File: src/rtl/of_stage_pipe.sv
// Operand-fetch stage for the SimpleRISC pipeline: decodes read addresses, reads the
// register file with writeback bypass, builds immediate and branch target, and registers the result.
module of_stage_pipe #(
    parameter int XLEN      = 32,
    parameter int RA_REG    = 15,
    parameter bit BYPASS_EN = 1'b1
) (
    input  logic            clk,
    input  logic            reset,
    input  logic            flush,
    input  logic            in_valid,
    output logic            in_ready,
    input  logic [XLEN-1:0] in_pc,
    input  logic [31:0]     in_instr,
    output logic [3:0]      rf_raddr_a,
    output logic [3:0]      rf_raddr_b,
    input  logic [XLEN-1:0] rf_rdata_a,
    input  logic [XLEN-1:0] rf_rdata_b,
    input  logic            wb_en,
    input  logic [3:0]      wb_addr,
    input  logic [XLEN-1:0] wb_data,
    output logic            out_valid,
    input  logic            out_ready,
    output logic [XLEN-1:0] out_pc,
    output logic [31:0]     out_instr,
    output logic [XLEN-1:0] out_op_a,
    output logic [XLEN-1:0] out_op_b,
    output logic [XLEN-1:0] out_imm,
    output logic [XLEN-1:0] out_br_target,
    output logic            out_imm_err
);

    localparam logic [4:0] OP_ST   = 5'b01111;
    localparam logic [4:0] OP_RET  = 5'b10100;
    localparam logic [3:0] RA_ADDR = 4'(RA_REG);

    logic [4:0]  opcode;
    logic        imm_flag;
    logic [3:0]  rd;
    logic [3:0]  rs1;
    logic [3:0]  rs2;
    logic [1:0]  imm_mod;
    logic [15:0] imm_val;
    logic [26:0] br_offset;

    assign opcode    = in_instr[31:27];
    assign imm_flag  = in_instr[26];
    assign rd        = in_instr[25:22];
    assign rs1       = in_instr[21:18];
    assign rs2       = in_instr[17:14];
    assign imm_mod   = in_instr[17:16];
    assign imm_val   = in_instr[15:0];
    assign br_offset = in_instr[26:0];

    assign rf_raddr_a = (opcode == OP_RET) ? RA_ADDR : rs1;
    assign rf_raddr_b = (opcode == OP_ST)  ? rd      : rs2;

    logic [XLEN-1:0] op_a;
    logic [XLEN-1:0] op_b;

    // Bypass covers r0 too; the register file owns any hardwired-zero behaviour.
    always_comb begin
        op_a = rf_rdata_a;
        op_b = rf_rdata_b;
        if (BYPASS_EN) begin
            if (wb_en && (wb_addr == rf_raddr_a)) op_a = wb_data;
            if (wb_en && (wb_addr == rf_raddr_b)) op_b = wb_data;
        end
    end

    logic [XLEN-1:0] imm;
    logic            imm_err;

    always_comb begin
        imm     = '0;
        imm_err = 1'b0;
        case (imm_mod)
            2'b00:   imm = XLEN'(imm_val);
            2'b01:   imm = XLEN'($signed(imm_val));
            2'b10:   imm = XLEN'({imm_val, 16'h0000});
            default: imm_err = imm_flag;
        endcase
    end

    logic [XLEN-1:0] br_offset_sext;
    logic [XLEN-1:0] br_target;

    assign br_offset_sext = XLEN'($signed(br_offset));
    assign br_target      = in_pc + (br_offset_sext << 2);

    logic            valid_q, valid_d;
    logic [XLEN-1:0] pc_q, pc_d;
    logic [31:0]     instr_q, instr_d;
    logic [XLEN-1:0] op_a_q, op_a_d;
    logic [XLEN-1:0] op_b_q, op_b_d;
    logic [XLEN-1:0] imm_q, imm_d;
    logic [XLEN-1:0] br_target_q, br_target_d;
    logic            imm_err_q, imm_err_d;
    logic            load;

    assign in_ready = !valid_q || out_ready;
    assign load     = in_valid && in_ready && !flush;

    // Flush beats load beats drain; a held entry is never re-resolved against later writebacks.
    always_comb begin
        valid_d     = valid_q;
        pc_d        = pc_q;
        instr_d     = instr_q;
        op_a_d      = op_a_q;
        op_b_d      = op_b_q;
        imm_d       = imm_q;
        br_target_d = br_target_q;
        imm_err_d   = imm_err_q;
        if (flush) begin
            valid_d = 1'b0;
        end else if (load) begin
            valid_d     = 1'b1;
            pc_d        = in_pc;
            instr_d     = in_instr;
            op_a_d      = op_a;
            op_b_d      = op_b;
            imm_d       = imm;
            br_target_d = br_target;
            imm_err_d   = imm_err;
        end else if (valid_q && out_ready) begin
            valid_d = 1'b0;
        end
    end

    always_ff @(posedge clk) begin
        if (reset) begin
            valid_q     <= 1'b0;
            pc_q        <= '0;
            instr_q     <= '0;
            op_a_q      <= '0;
            op_b_q      <= '0;
            imm_q       <= '0;
            br_target_q <= '0;
            imm_err_q   <= 1'b0;
        end else begin
            valid_q     <= valid_d;
            pc_q        <= pc_d;
            instr_q     <= instr_d;
            op_a_q      <= op_a_d;
            op_b_q      <= op_b_d;
            imm_q       <= imm_d;
            br_target_q <= br_target_d;
            imm_err_q   <= imm_err_d;
        end
    end

    assign out_valid     = valid_q;
    assign out_pc        = pc_q;
    assign out_instr     = instr_q;
    assign out_op_a      = op_a_q;
    assign out_op_b      = op_b_q;
    assign out_imm       = imm_q;
    assign out_br_target = br_target_q;
    assign out_imm_err   = imm_err_q;

endmodule

File: config.mk
export PLATFORM = sky130hd
export DESIGN_NAME = of_stage_pipe
export DESIGN_NICKNAME = d
export VERILOG_FILES = /design/src/rtl/of_stage_pipe.sv
export SDC_FILE = /design/constraint.sdc
export NUM_CORES = 1
export LEC_CHECK = 0
export CAP_MARGIN = 20
export CORE_AREA = 2 2 146 148
export CTS_CLUSTER_DIAMETER = 120
export DETAILED_ROUTE_END_ITERATION = 10
export DIE_AREA = 0 0 148 150
export PLACE_DENSITY = 0.9
export SYNTH_ARGS = -nofsm -noshare
export SYNTH_HDL_FRONTEND = slang
export SYNTH_SLANG_ARGS = --single-unit
export TNS_END_PERCENT = 10
File: constraint.sdc
create_clock -name clk -period 7.8 [get_ports clk]
set_input_delay 1.56 -clock clk [delete_from_list [all_inputs] [get_ports clk]]
set_output_delay 1.56 -clock clk [all_outputs]
set_load 0.03 [all_outputs]
Fig. 1: run 1, wiring by layer
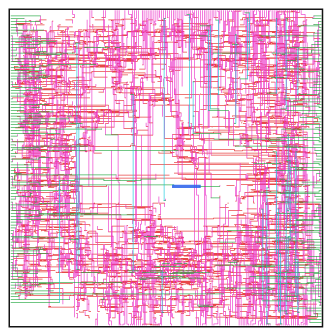
Magenta is metal 2, wire length 15900 microns. Red is metal 1, wire length 12500 microns. Cyan is metal 4, wire length 1280 microns. Blue is metal 5, wire length 12.0 microns. Green is metal 3, wire length 3140 microns.
total routing resource utilization after global routing: 28.8%
Routed wire per std cell: 19.7 microns
WL final: 32.9 mm

Fig. 2: run 1, cell outlines without signal wires
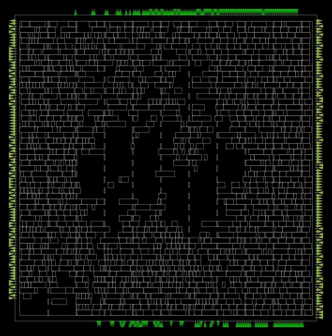
number of tap cells added at floorplan: 275
end-of-flow core utilization: 64.7%
Finished Layout Cells: 1666

Fig. 3: run 1, routed clock nets over the placement
The bar under the picture is 50 microns long.
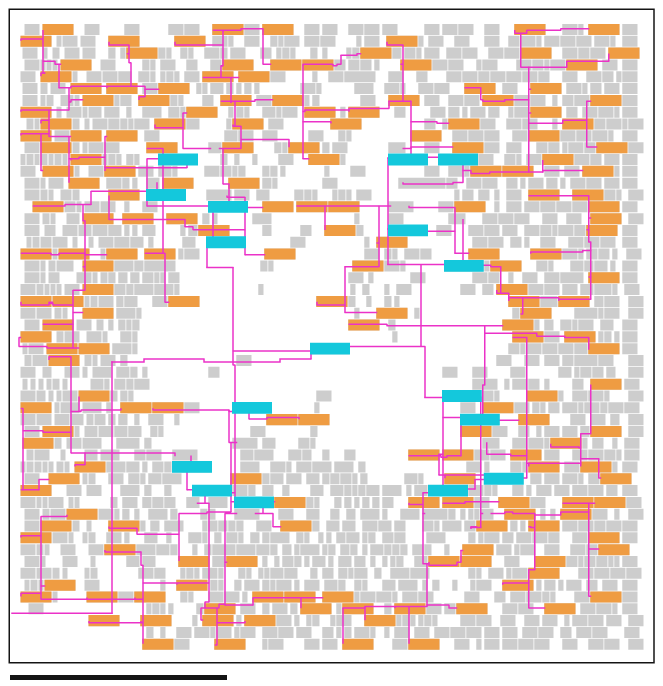
Magenta is clock wires, length 2440 microns. Cyan is clock drivers, count 17. Orange is flip-flops, count 192.
There are 18 routed clock nets.
final worst clock skew: 0.00918 ns
latest clock arrival within the worst-skew pair: 0.42 ns
clock-net power: 931 uW
clock power share: 35.3%

Fig. 4: run 1, cell classes on the final placement
Fill, decap, tap and diode cells in gray.
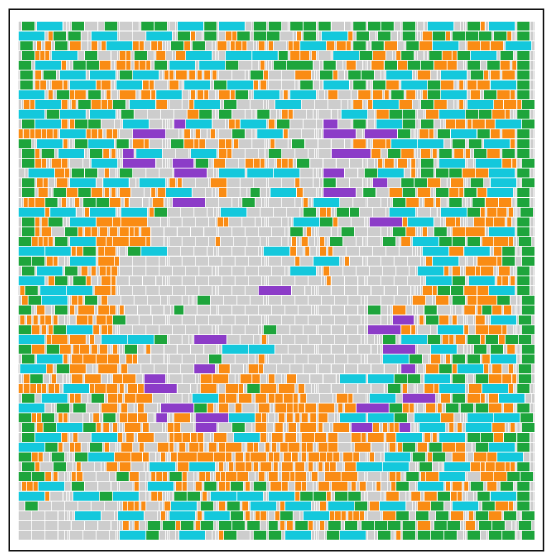
Purple is clock drivers and dummy loads, cells 32, share of their area 4.9%. Orange is combinational and other logic, cells 784, share of their area 37%. Green is other buffers and delay cells, cells 379, share of their area 29%. Cyan is flops, cells 192, share of their area 29%.
standard cell core area: 20700 sq um
post-route design area: 13400 sq um
number of cell rows: 53

==> results_tabular.tex, run 1 <==
% Auto-generated results table
\begin{tabular}{lr}
\hline
Metric & Value \\
\hline
\multicolumn{2}{l}{\textbf{Status}} \\
\quad Run status & complete, no violations \\
\multicolumn{2}{l}{\textbf{Yosys}} \\
\quad Total number of yosys warnings & 0 \\
\quad Most common flop cell mapped by yosys & sky130\_fd\_sc\_hd\_\_dfxtp\_1 \\
\quad Count leader, synth & sky130\_fd\_sc\_hd\_\_nand2\_1 \\
\quad Number of instances in the synthesized netlist & roughly 1100 \\
\quad Post-Syn Area & around 9000 sq um \\
\quad Number of synthesized register bits & about 190 \\
\quad Xor+xnor area frac & 3.01\% \\
\quad Multiplexer area fraction after synthesis & a little under 8\% \\
\multicolumn{2}{l}{\textbf{Route}} \\
\quad Metal-1 WL & roughly 13 mm \\
\quad DRC errors left & 0 \\
\quad First-pass iteration count of the detailed router & 4 \\
\quad Total met3 wirelength after detailed routing & around 3.1 mm \\
\multicolumn{2}{l}{\textbf{Die}} \\
\quad X dimension of the die & 148 microns \\
\quad Number of top-level pins & 373 \\
\quad Die footprint & between 20000 and 25000 sq um \\
\multicolumn{2}{l}{\textbf{Global routing}} \\
\quad Number of global-route vias before repair & about 8700 \\
\quad Met1 track utilization from global routing & between 30\% and 40\% \\
\quad Global-route wire length before repair & around 50 mm \\
\multicolumn{2}{l}{\textbf{Final timing}} \\
\quad Post-route setup slack & 2.64 ns \\
\quad Final worst path period share & 66.2\% \\
\quad Final worst path period need & between 5 and 6 ns \\
\quad Post-Route Setup TNS & 0 ns \\
\quad Final max-slew violation count & 0 \\
\quad Worst-Margin Slew & 1.12 ns \\
\multicolumn{2}{l}{\textbf{Cells and area}} \\
\quad Register share of the cell area & 28.7\% \\
\quad Share of final-layout standard cells stronger than drive strength 1 & under 10\% \\
\quad CLK BUF & 17 \\
\quad Layout buffering overhead excluding clock cells & between 20\% and 30\% \\
\quad Comb. cell area & 4730 sq um \\
\quad Diode count & 4 \\
\quad MI comb cells & 774 \\
\quad Clock network area share & 4.77\% \\
\multicolumn{2}{l}{\textbf{Hold path}} \\
\quad Cell depth of the worst min-delay path & 2 \\
\quad Class of the worst hold path & flip-flop to flip-flop \\
\multicolumn{2}{l}{\textbf{Run}} \\
\quad Count of maximum capacitance violations & 0 \\
\multicolumn{2}{l}{\textbf{Power}} \\
\quad Power of the sequential group & around 1100 uW \\
\quad Fraction of power consumed by sequential logic & between 40\% and 50\% \\
\quad Power dissipated by switching net loads & 848 uW \\
\quad Peak VDD IR & about 0.00013 V \\
\quad Power per standard cell area & 197 nW/um\^{}2 \\
\quad Internal cell power & approximately 1800 uW \\
\multicolumn{2}{l}{\textbf{Worst setup path}} \\
\quad Dominant delay contributor by cell family on the critical path & buffers and inverters \\
\quad Crit path cell chain & clkdlybuf4s50\_1, nand4\_1, or2\_1, mux2\_2, clkdlybuf4s50\_1 \\
\quad Crit path required time & $\sim$6.2 ns \\
\quad CP Buf/Inv Count & 2 \\
\multicolumn{2}{l}{\textbf{Place}} \\
\quad Number of cells after detailed placement & 1630 \\
\multicolumn{2}{l}{\textbf{CTS}} \\
\quad Hold\_buf cts & 0 \\
\quad PostCTS Resize Cnt & 0 \\
\quad Buffers from clock root to sink, at most & 2 \\
\quad CTS tree & built \\
\quad Total setup buffers inserted after CTS & 0 \\
\hline
\end{tabular}
## Run 2: what changed since run 1
--- a/config.mk
+++ b/config.mk
@@ -6,11 +6,12 @@
 export NUM_CORES = 1
 export LEC_CHECK = 0
 export CAP_MARGIN = 20
-export CORE_AREA = 2 2 146 148
+export CORE_ASPECT_RATIO = 1.1
+export CORE_MARGIN = 2
+export CORE_UTILIZATION = 39
 export CTS_CLUSTER_DIAMETER = 120
 export DETAILED_ROUTE_END_ITERATION = 10
-export DIE_AREA = 0 0 148 150
-export PLACE_DENSITY = 0.9
+export PLACE_DENSITY = 0.85
 export SYNTH_ARGS = -nofsm -noshare
 export SYNTH_HDL_FRONTEND = slang
 export SYNTH_SLANG_ARGS = --single-unit
==> constraint.sdc (replaced) <==
create_clock -name clk -period 4.72 [get_ports clk]
set_input_delay 0.944 -clock clk [delete_from_list [all_inputs] [get_ports clk]]
set_output_delay 0.944 -clock clk [all_outputs]
set_load 0.03 [all_outputs]
Fig. 5: run 2, routed clock nets over the placement
The bar under the picture is 50 microns long.
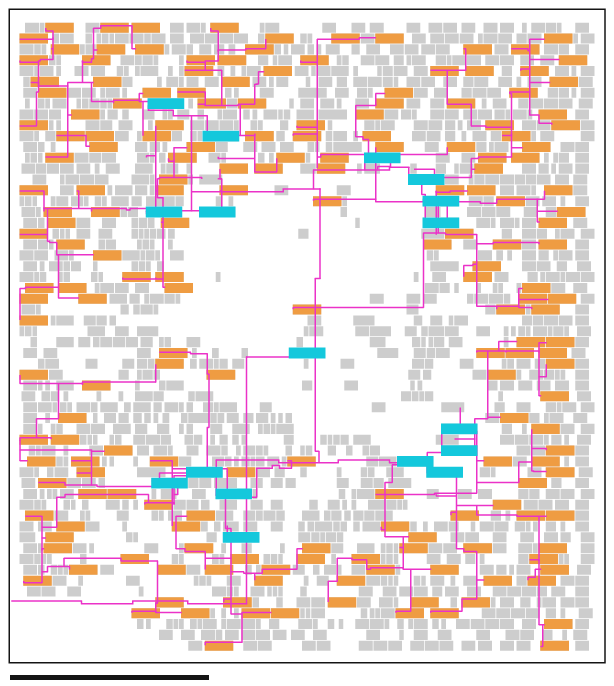
Magenta is clock wires, length 2450 microns. Orange is flip-flops, count 192. Cyan is clock drivers, count 17.
There are 18 routed clock nets. Position of the flops: widely spread.
clock-net power: 1490 uW
final worst clock skew: 0.00803 ns

Fig. 6: run 2, wiring by layer
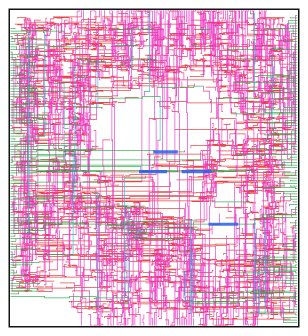
Magenta is metal 2, wire length 16300 microns. Red is metal 1, wire length 12800 microns. Cyan is metal 4, wire length 883 microns. Green is metal 3, wire length 3410 microns. Blue is metal 5, wire length 51.5 microns.
WL final: 33.5 mm
total routing resource utilization after global routing: 26.6%
Routed wire per std cell: 19.8 microns

==> run 2 against run 1 <==
Critical path depth unchanged; worst setup slack got worse by 1.8 ns; design area grew 0.64%; highest routed layer unchanged.
==> results_tabular.tex, run 2 <==
% Auto-generated results table
\begin{tabular}{lr}
\hline
Metric & Value \\
\hline
\multicolumn{2}{l}{\textbf{Cells and area}} \\
\quad Multi-input gate share of the layout cell area & between 30\% and 40\% \\
\quad Comb. cell area & 4730 sq um (unchanged) \\
\quad Register share of the cell area & 28.5\% (-0.18 points) \\
\quad Final-layout fill cell count & 2024 \\
\quad CLK BUF & 17 (unchanged) \\
\quad Inverter tally of the final layout excluding the clock network & 10 \\
\quad Cell class ranked first by area & logic gates \\
\quad Finished Layout Cells & 1695 (+1.7\%) \\
\quad MI comb cells & 774 (unchanged) \\
\quad Clock network area share & 4.51\% (-0.25 points) \\
\quad Most common logic cell in the routed design & sky130\_fd\_sc\_hd\_\_clkdlybuf4s50\_1 \\
\quad Post-route design area & 13500 sq um (+0.64\%) \\
\quad Diode count & 4 (unchanged) \\
\quad Share of final-layout standard cells stronger than drive strength 1 & 4.82\% (+0.27 points) \\
\quad End-of-flow core utilization & 59.1\% (-5.6 points) \\
\quad Layout buffering overhead excluding clock cells & 28.7\% (+0.44 points) \\
\multicolumn{2}{l}{\textbf{Worst setup path}} \\
\quad Dominant delay contributor by cell family on the critical path & buffers and inverters \\
\quad CP Buf/Inv Count & 2 (unchanged) \\
\quad Crit path cell chain & clkdlybuf4s50\_1, nand4\_1, or2\_1, mux2\_2, clkdlybuf4s50\_1 \\
\quad Crit. End Element & primary output \\
\quad Arrival time reported for the critical path endpoint & approximately 3.0 ns \\
\quad CP max FO & 4 \\
\quad Number of stages on the worst setup path & 5 \\
\quad Crit path required time & 3.78 ns (-2.46 ns) \\
\multicolumn{2}{l}{\textbf{Route}} \\
\quad Total met3 wirelength after detailed routing & 3.41 mm (+8.3\%) \\
\quad DRC errors left & 0 (unchanged) \\
\quad Metal-1 WL & 12.8 mm (+2.3\%) \\
\quad First-pass iteration count of the detailed router & 4 (unchanged) \\
\multicolumn{2}{l}{\textbf{CTS}} \\
\quad Hold\_buf cts & 0 (unchanged) \\
\quad CTS tree & built \\
\quad \# clock sinks & $\sim$190 \\
\quad Buffers from clock root to sink, at most & 2 (unchanged) \\
\quad Total setup buffers inserted after CTS & 0 (unchanged) \\
\quad PostCTS Resize Cnt & 0 (unchanged) \\
\quad Latest clock arrival within the worst-skew pair & 0.43 ns (about the same) \\
\multicolumn{2}{l}{\textbf{Hold path}} \\
\quad Class of the worst hold path & flip-flop to flip-flop \\
\quad Cell depth of the worst min-delay path & 2 (unchanged) \\
\multicolumn{2}{l}{\textbf{Power}} \\
\quad Power dissipated by switching net loads & 1410 uW (+67\%) \\
\quad Power per standard cell area & 321 nW/um\^{}2 (+63\%) \\
\quad Max power group & registers \\
\quad Clock power share & 34.5\% (-0.8 points) \\
\quad Power of the sequential group & 1760 uW (+66\%) \\
\quad Peak VDD IR & 0.000214 V (+66\%) \\
\quad Fraction of power consumed by sequential logic & 40.7\% (+0.4 points) \\
\quad Internal cell power & 2910 uW (+63\%) \\
\multicolumn{2}{l}{\textbf{Place}} \\
\quad Final RePlAce weighted congestion & around 0.89 \\
\quad Placement Setup Slack & around 0.71 ns \\
\multicolumn{2}{l}{\textbf{Global routing}} \\
\quad Routing usage on met3 & a little over a tenth \\
\quad Met1 track utilization from global routing & 29.7\% (-4.1 points) \\
\quad Maximum number of pins on one net before global-route repair & around 140 \\
\quad Global-route wire length before repair & 49.7 mm (+0.77\%) \\
\quad Number of global-route vias before repair & 8844 (+1.3\%) \\
\multicolumn{2}{l}{\textbf{Die}} \\
\quad Number of cell rows & 58 (+9.4\%) \\
\quad Number of top-level pins & 373 (unchanged) \\
\quad X dimension of the die & 149 microns (+0.71\%) \\
\quad Die footprint & 24400 sq um (+9.8\%) \\
\quad Number of tap cells added at floorplan & 300 (+9.1\%) \\
\quad Standard cell core area & 22800 sq um (+10\%) \\
\multicolumn{2}{l}{\textbf{Final timing}} \\
\quad Post-Route Setup TNS & 0 ns (unchanged) \\
\quad Setup repair after global routing missed its margin & no \\
\quad Final worst path period share & between 80\% and 90\% \\
\quad Final max-slew violation count & 0 (unchanged) \\
\quad Post-route setup slack & 0.815 ns (-1.82 ns) \\
\quad Worst-Margin Slew & 0.899 ns (-0.218 ns) \\
\quad Final worst path period need & 3.91 ns \\
\multicolumn{2}{l}{\textbf{Yosys}} \\
\quad Multiplexer area fraction after synthesis & 7.72\% (unchanged) \\
\quad Number of instances in the synthesized netlist & 1059 (unchanged) \\
\quad Total number of yosys warnings & 0 (unchanged) \\
\quad Most common flop cell mapped by yosys & sky130\_fd\_sc\_hd\_\_dfxtp\_1 \\
\quad Number of synthesized register bits & 192 (unchanged) \\
\quad Post-Syn Area & 9030 sq um (unchanged) \\
\quad Count leader, synth & sky130\_fd\_sc\_hd\_\_nand2\_1 \\
\quad Xor+xnor area frac & 3.01\% (unchanged) \\
\multicolumn{2}{l}{\textbf{Run}} \\
\quad Total tool warning count & 38 \\
\quad Count of maximum capacitance violations & 0 (unchanged) \\
\multicolumn{2}{l}{\textbf{Status}} \\
\quad Run status & complete, no violations \\
\hline
\end{tabular}
Power and IR drop assume default switching activity.
